Design robo_controlador, sky130hd; sources not shown.
Fig. 1: signal wires on met3
Scale: 6 px per um.
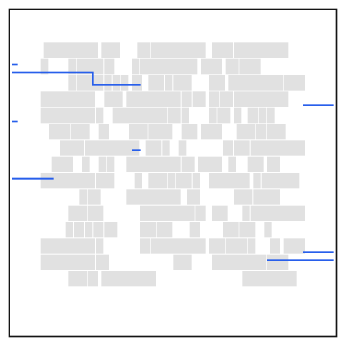
share of all routed wire: 2.6%
nets with wire on the layer: 7
main direction: horizontal
wire length reported by the detailed router: 2022 um
via count of the routed design: 846

Fig. 2: signal wires on met1
Scale: 12 px per um. Supply wires on this layer in gray.
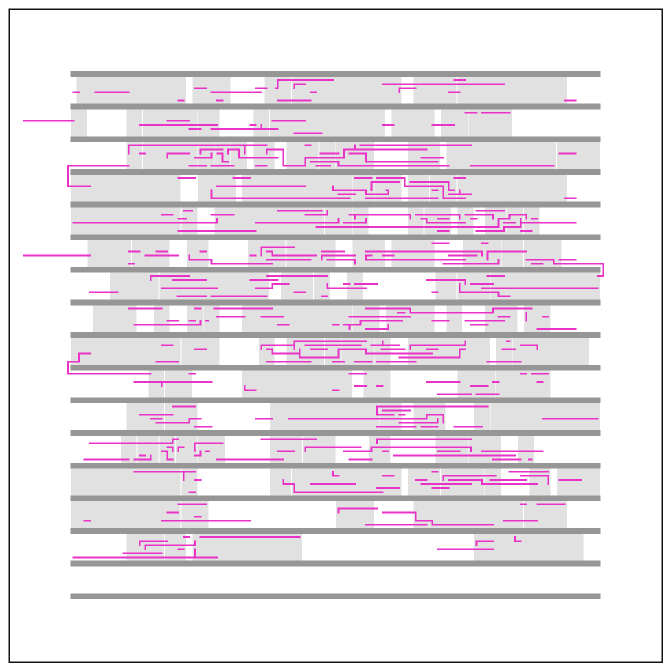
wire length on this layer: 876 um
share of all routed wire: 43%
routing usage on met1: 19.58%

Fig. 3: sequential cells grouped by signal name
Scale: 8 px per um. Other sequential cells in the stronger gray, the rest of the logic in the fainter gray.
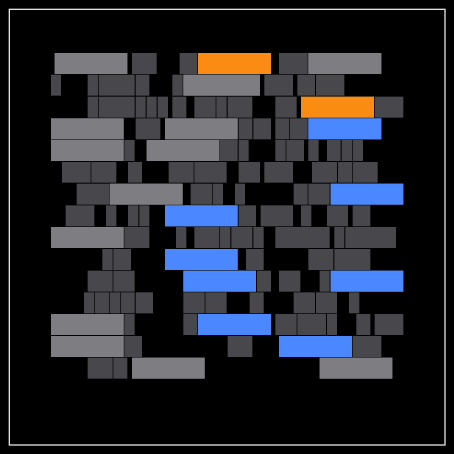
legend:
  blue:
    signal: rot_cnt_q
    sequential_cells: 8
  orange:
    signal: estado
    sequential_cells: 2
not colored: 13
register share of the cell area: 44.24%
power in sequential cells: 0.690 mW
Seq. cell area: 576.8 um^2
final core utilization: 67.84%

Fig. 4: wiring by layer
Scale: 8 px per um. Two of the layers only.
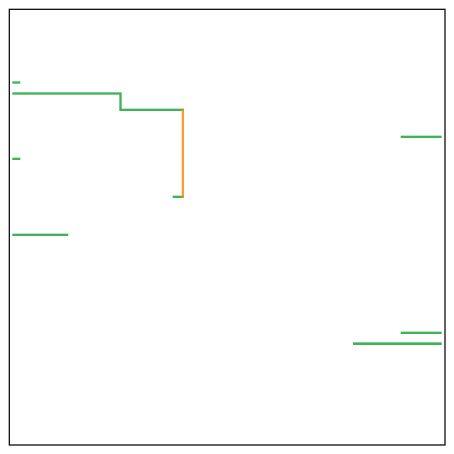
legend:
  green:
    layer: M3
    wire_length: 52.9 um
  orange:
    layer: M4
    wire_length: 10.9 um
wire length per cell: 13.22 um
global router's overall resource usage: 16.13%

==> qor.log <==
[outcome] result of the run completed
[drt] amount of wire on met2 after detailed routing 1083 um
[timing] slack of the critical path 0.1269 ns
[drt] routed length on met3 52 um
[finish] diode count 0
[critical_path] cell breakdown of the critical path clkdlybuf4s50_1
[synth] Async S/R FF share, synth 100.0%
[synth] aoi/oai-family share of the synthesized area 13.84%
[power] combinational group power 0.624 mW
[finish] Non-CTS inverters 7
[timing] setup repair after global routing missed its margin false
[clocking] clock latency on the worst-skew pair 0.30 ns
[synth] post-synthesis cell count 114
[finish] multi-input gates 81
[timing] final setup violating endpoints 0
[synth] total cell area reported by yosys after synthesis 1157 um^2
[global_routing] global-route track usage on met3 2.725%
[global_routing] Most Used Layer, Global Route met2
[clocking] deepest level of the CTS H-tree 1
[clocking] Root Buffer sky130_fd_sc_hd__clkbuf_4
[clocking] total setup buffers inserted after CTS 0
[global_routing] largest net degree at the start of global routing 17
[finish] Final #Nets 136
[synth] Post-synth seq share 49.84%
[critical_path] critical path type reg -> out
[power] PD cells 1154 nW/um^2
[critical_path] library cell contributing the largest single delay on the critical path sky130_fd_sc_hd__clkdlybuf4s50_1
[floorplanning] starting density of the core 60.22%
[critical_path] Crit. End Element primary output
[power] Int Pwr 0.9020 mW
[critical_path] maximum fanout along the worst path 11
[timing] min cycle time layout 2.073 ns
[placement] DPL Wire Length 1540 um
[critical_path] worst path buffer plus inverter count 1
[placement] Post-Place Worst Slack 0.4919 ns
[timing] maximum operating frequency 482.4 MHz
[synth] MUX share of area 2.811%
[clocking] count of hold-fix buffers inserted at cts 0
[finish] number of clock buffers in the layout 3
-- cell usage after synthesis (all sizes together), types with 3 or more instances --
| library cell | count | share of area (%) |
|---|---|---|
| inv | 7 | 2.3 |
| nor2 | 12 | 3.9 |
| or4 | 3 | 2.3 |
| ha | 3 | 3.2 |
| a21oi | 6 | 2.9 |
| nand2b | 3 | 1.6 |
| o211ai | 3 | 1.9 |
| nand3 | 5 | 3.2 |
| dfrtp | 22 | 48 |
| buf | 3 | 1.7 |
| o21ai | 4 | 1.7 |
| nor2b | 4 | 2.2 |
| xor2 | 4 | 3.0 |
| nand2 | 11 | 3.6 |
Power and IR drop assume default switching activity.
